`config.mk`:
```
export PLATFORM = sky130hd
export DESIGN_NAME = btn_event
export DESIGN_NICKNAME = d
export VERILOG_FILES = /design/src/rtl/btn_event.sv
export SDC_FILE = /design/constraint.sdc
export NUM_CORES = 1
export LEC_CHECK = 0
export CELL_PAD_IN_SITES_DETAIL_PLACEMENT = 1
export CELL_PAD_IN_SITES_GLOBAL_PLACEMENT = 1
export CORE_UTILIZATION = 49
export CTS_BUF_LIST = sky130_fd_sc_hd__clkbuf_2
export CTS_CLUSTER_DIAMETER = 80
export DETAILED_ROUTE_END_ITERATION = 8
export DONT_BUFFER_PORTS = 1
export PLACE_DENSITY_LB_ADDON = 0.1
export SYNTH_ARGS = -nofsm -noshare
export SYNTH_HDL_FRONTEND = slang
export SYNTH_SLANG_ARGS = --single-unit
```
`constraint.sdc`:
```
create_clock -name clk -period 3 [get_ports clk]
set_input_delay 0.3 -clock clk [delete_from_list [all_inputs] [get_ports clk]]
set_output_delay 0.3 -clock clk [all_outputs]
set_load 0.01 [all_outputs]
```
`src/rtl/btn_event.sv`:
```
// Button gesture decoder: turns a debounced button level into single-cycle
// press/release/click/double/long/repeat pulses using a 1 ms prescaled timer.
module btn_event #(
    parameter int unsigned TICK_DIV  = 100000,
    parameter int unsigned LONG_MS   = 1000,
    parameter int unsigned DOUBLE_MS = 300,
    parameter int unsigned REPEAT_MS = 200
) (
    input  logic       clk,
    input  logic       rst_n,
    input  logic       i_btn,
    output logic       o_press,
    output logic       o_release,
    output logic       o_click,
    output logic       o_double,
    output logic       o_long,
    output logic       o_repeat,
    output logic [2:0] o_state
);

    localparam int unsigned MAX_LD = (LONG_MS > DOUBLE_MS) ? LONG_MS : DOUBLE_MS;
    localparam int unsigned MAX_MS = (MAX_LD > REPEAT_MS) ? MAX_LD : REPEAT_MS;
    localparam int unsigned PRE_W  = $clog2(TICK_DIV);
    localparam int unsigned MS_W   = $clog2(MAX_MS + 1);

    typedef enum logic [2:0] {
        IDLE   = 3'd0,
        PRESS1 = 3'd1,
        LONG   = 3'd2,
        WAIT2  = 3'd3,
        PRESS2 = 3'd4
    } state_e;

    state_e            state_q;
    logic              btn_q;
    logic [PRE_W-1:0]  pre_q, pre_d;
    logic [MS_W-1:0]   ms_q, ms_d;
    logic              press_q, release_q, click_q, double_q, long_q, repeat_q;

    logic rise_c, fall_c, tick_c, timed_c;
    logic long_exp_c, dbl_exp_c, rep_exp_c;

    assign rise_c  = i_btn & ~btn_q;
    assign fall_c  = ~i_btn & btn_q;
    assign tick_c  = (pre_q == PRE_W'(TICK_DIV - 1));
    assign timed_c = (state_q == PRESS1) || (state_q == LONG) || (state_q == WAIT2);

    assign long_exp_c = tick_c && (ms_q == MS_W'(LONG_MS - 1));
    assign dbl_exp_c  = tick_c && (ms_q == MS_W'(DOUBLE_MS - 1));
    assign rep_exp_c  = tick_c && (ms_q == MS_W'(REPEAT_MS - 1));

    // Timer only runs in states that own a deadline, so ms can never wrap.
    always_comb begin
        pre_d = '0;
        ms_d  = '0;
        if (timed_c) begin
            if (tick_c) begin
                pre_d = '0;
                ms_d  = ms_q + MS_W'(1);
            end else begin
                pre_d = pre_q + PRE_W'(1);
                ms_d  = ms_q;
            end
        end
    end

    // Edges are checked before expiries so a same-cycle edge always wins.
    always_ff @(posedge clk) begin
        if (!rst_n) begin
            state_q   <= IDLE;
            btn_q     <= 1'b0;
            pre_q     <= '0;
            ms_q      <= '0;
            press_q   <= 1'b0;
            release_q <= 1'b0;
            click_q   <= 1'b0;
            double_q  <= 1'b0;
            long_q    <= 1'b0;
            repeat_q  <= 1'b0;
        end else begin
            btn_q     <= i_btn;
            press_q   <= rise_c;
            release_q <= fall_c;
            click_q   <= 1'b0;
            double_q  <= 1'b0;
            long_q    <= 1'b0;
            repeat_q  <= 1'b0;
            pre_q     <= pre_d;
            ms_q      <= ms_d;

            case (state_q)
                IDLE: begin
                    if (rise_c) begin
                        state_q <= PRESS1;
                        pre_q   <= '0;
                        ms_q    <= '0;
                    end
                end
                PRESS1: begin
                    if (fall_c) begin
                        state_q <= WAIT2;
                        pre_q   <= '0;
                        ms_q    <= '0;
                    end else if (long_exp_c) begin
                        state_q <= LONG;
                        long_q  <= 1'b1;
                        pre_q   <= '0;
                        ms_q    <= '0;
                    end
                end
                LONG: begin
                    if (fall_c) begin
                        state_q <= IDLE;
                        pre_q   <= '0;
                        ms_q    <= '0;
                    end else if (rep_exp_c) begin
                        repeat_q <= 1'b1;
                        pre_q    <= '0;
                        ms_q     <= '0;
                    end
                end
                WAIT2: begin
                    if (rise_c) begin
                        state_q  <= PRESS2;
                        double_q <= 1'b1;
                        pre_q    <= '0;
                        ms_q     <= '0;
                    end else if (dbl_exp_c) begin
                        state_q <= IDLE;
                        click_q <= 1'b1;
                        pre_q   <= '0;
                        ms_q    <= '0;
                    end
                end
                PRESS2: begin
                    if (fall_c) begin
                        state_q <= IDLE;
                        pre_q   <= '0;
                        ms_q    <= '0;
                    end
                end
                default: begin
                    state_q <= IDLE;
                    pre_q   <= '0;
                    ms_q    <= '0;
                end
            endcase
        end
    end

    assign o_press   = press_q;
    assign o_release = release_q;
    assign o_click   = click_q;
    assign o_double  = double_q;
    assign o_long    = long_q;
    assign o_repeat  = repeat_q;
    assign o_state   = state_q;

endmodule

```
==> reports/qor.csv, run 1 <==
metric,value,unit
status,finished clean,
flop_cell,dfxtp_1,
n_all_buffers,5,
p_comb_share,6.3,%
hold_buffers,0,
seq_power,509,uW
endpoint_kind,flip-flop,
min_period,2.60,ns
bufAreaShareNonClock,2.23,%
inverters,4,
drive_gt1_share,6.48,%
cts_resized,0,
comb_share,53.1,%
syn_nets,217,
arrival,2.85,ns
p_leak,0.636,nW
rr_startpoint,pre_q[11],
overflow,0,
max_clock_freq,384,MHz
gp_congestion,0.817,
area_delta_synth_final,5.68,%
synth_top_cell_by_count,dfxtp_1,
top_usage_layer,met2,
ys_seq_share,41.0,%
hold_ws,0.0426,ns
drtAntennaViolNets,0,
cp_common_cell,or4_1,
mostFrequentLayoutCell,dfxtp_1,
place_inst,252,
worst_pin_slew,0.673,ns
critPathMaxStageDelay,0.57,ns
whs_endpoint,btn_q,
cts_sinks,37,
cts_buffer_depth,2,
==> run 1: kinds of logic after synthesis <==
| family | Yosys count |
|---|---|
| simple gates | 120 |
| flops | 37 |
| xor+xnor | 23 |
| compound gates | 15 |
| buf+inv | 13 |
| mux | 2 |
| fa+ha+maj | 2 |
==> run 1: worst max-delay path by stage <==
| stage | to | slack (ns) | depth (start not counted) |
|---|---|---|---|
| 2_1_floorplan | ms_q[0] | 0.70 | 6 |
| 4_1_cts | ms_q[4] | 0.39 | 5 |
| 6_report | ms_q[4] | 0.40 | 5 |
| 5_1_grt | ms_q[4] | 0.24 | 5 |
| 3_5_place_dp | ms_q[4] | 0.43 | 5 |
| 3_3_place_gp | ms_q[1] | 0.54 | 5 |
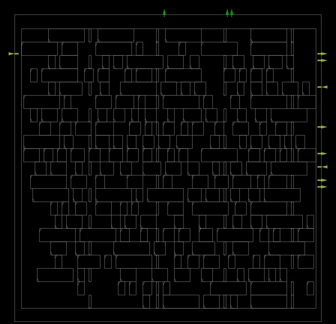
Run 1: cell outlines without signal wires
Finished Layout Cells: 262
Util after Layout: 55.5%

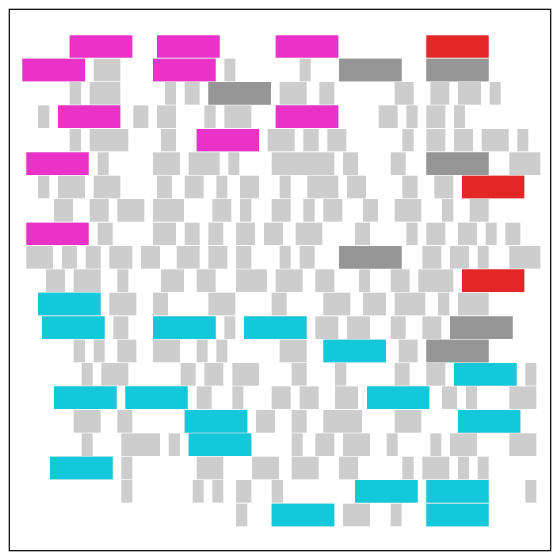
Run 1: sequential cells grouped by signal name
Other sequential cells in the stronger gray, the rest of the logic in the fainter gray.
| color | netlist name | flops |
|---|---|---|
| cyan | pre_q | 17 |
| magenta | ms_q | 10 |
| red | o_state | 3 |
not colored: 7

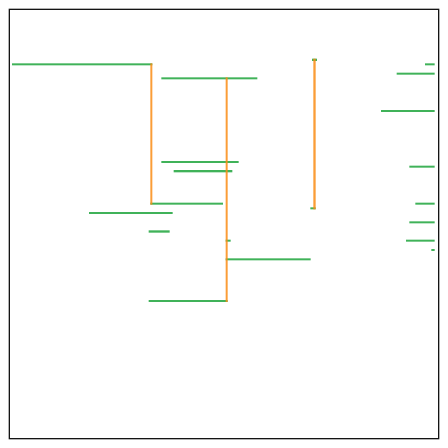
Run 1: routed metal, one color a layer
Two of the layers only.
| color | layer | wire length |
|---|---|---|
| orange | met4 | 74.8 um |
| green | met3 | 130 um |

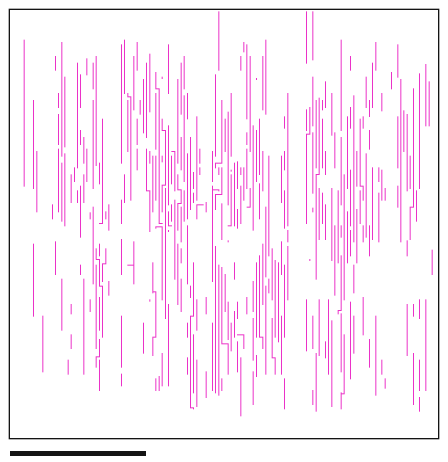
Run 1: M2 wires
Bar = 20 um.
nets with wire on the layer: 195
share of all routed wire: 49%
main direction: vertical

==> run 2: changes to the inputs <==
--- a/config.mk
+++ b/config.mk
@@ -5,6 +5,7 @@
 export SDC_FILE = /design/constraint.sdc
 export NUM_CORES = 1
 export LEC_CHECK = 0
+export ABC_CLOCK_PERIOD_IN_PS = 3000
 export CELL_PAD_IN_SITES_DETAIL_PLACEMENT = 1
 export CELL_PAD_IN_SITES_GLOBAL_PLACEMENT = 1
 export CORE_UTILIZATION = 49
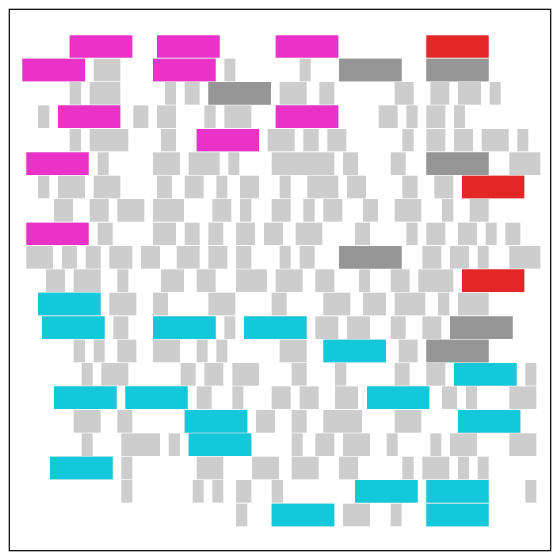
Run 2: sequential cells grouped by signal name
Other sequential cells in the stronger gray, the rest of the logic in the fainter gray.
| color | netlist name | flops |
|---|---|---|
| cyan | pre_q | 17 |
| red | o_state | 3 |
| magenta | ms_q | 10 |
not colored: 7

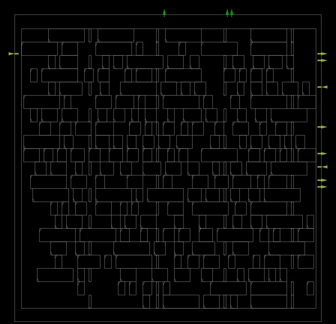
Run 2: cell outlines without signal wires
TAP cells: 46
fillers: 421
sequential share of cell area: 38.8%
Core ar.: 3440 um2

==> run 2 against run 1 <==
  * Sequential share of layout area stayed put
  * Critical path depth stayed put
  * Setup slack stayed put
  * Core utilization stayed put
  * Die area stayed put
  * Sequential cell count stayed put
  * Largest cell class unchanged
  * Highest routed layer unchanged
==> reports/qor.csv, run 2 <==
metric,value,unit,change
drt-vias-per-instance,5.73,,unchanged
status,finished clean,,unchanged
route.vias.total,1500,,unchanged
max_clock_freq,384,MHz,unchanged
dieArea,3930,um2,unchanged
area_delta_synth_final,5.68,%,unchanged
p_comb_share,6.3,%,about the same
synth_top_cell_by_count,dfxtp_1,,unchanged
hold_ws,0.0426,ns,unchanged
synth_top_area_share,41.0,%,unchanged
endpoint_kind,flip-flop,,unchanged
mux_area_share,1.11,%,unchanged
top_usage_layer,met2,,unchanged
syn_nets,217,,unchanged
critPathMaxStageDelay,0.57,ns,about the same
gp_congestion,0.817,,unchanged
instances_no_fill,262,,unchanged
drtAntennaViolNets,0,,unchanged
edf_count,0,,unchanged
mostFrequentLayoutCell,dfxtp_1,,unchanged
drive_gt1_share,6.48,%,unchanged
cp_common_cell,or4_1,,unchanged
cts_sinks,37,,unchanged
ys_top_cells_by_area,"dfxtp_1 (41%), nor2_1 (6.9%), xor2_1 (6.3%)",,unchanged
min_period,2.60,ns,unchanged
p_leak,0.636,nW,unchanged
seq_power,509,uW,about the same
ys_seq_share,41.0,%,unchanged
worst_pin_slew,0.673,ns,unchanged
place_inst,252,,unchanged
cts_buffer_depth,2,,unchanged
overflow,0,,unchanged
flop_cell,dfxtp_1,,unchanged
fin_setup_tns,0,ns,unchanged
fin_util,55.5,%,unchanged
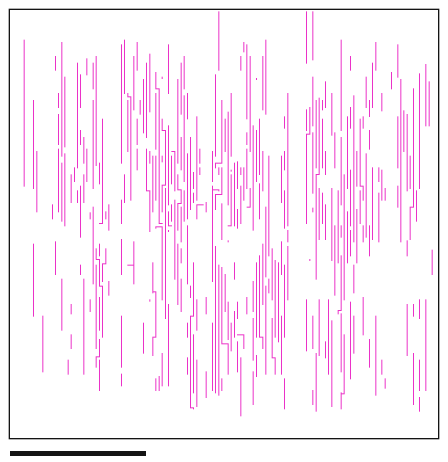
Run 2: M2 wires
Bar = 20 um.
longest straight run: 23.8 um
share of all routed wire: 49%
wire length on this layer: 2040 um
nets with wire on the layer: 195

## run 2: repair_timing
action / 4_1_cts / 5_1_grt
buffers inserted: 0 / 0
hold buffers: 0 / 2
gates resized: 0 / 0
endpoints found under the hold margin: 0 / 4
## run 2: path summary, 6_finish.rpt
kind              from       end  slack [ns]  cells past startpoint
max reg2reg  pre_q[11]   ms_q[4]        0.40                      5
min reg2reg   pre_q[0]  pre_q[0]        0.49                      1
min              rst_n     btn_q        0.04                      1
max          pre_q[11]   ms_q[4]        0.40                      5
## run 2: area by class of cell
cell class | count | area (um2)
timing repair buffer | 5 | 42.5
clock buffer | 6 | 30.0
clock inverter | 2 | 10.0
multi-input combinational | 162 | 1010
fill | 421 | 1530
sequential | 37 | 741
inverter | 4 | 15.0
tap | 46 | 57.6
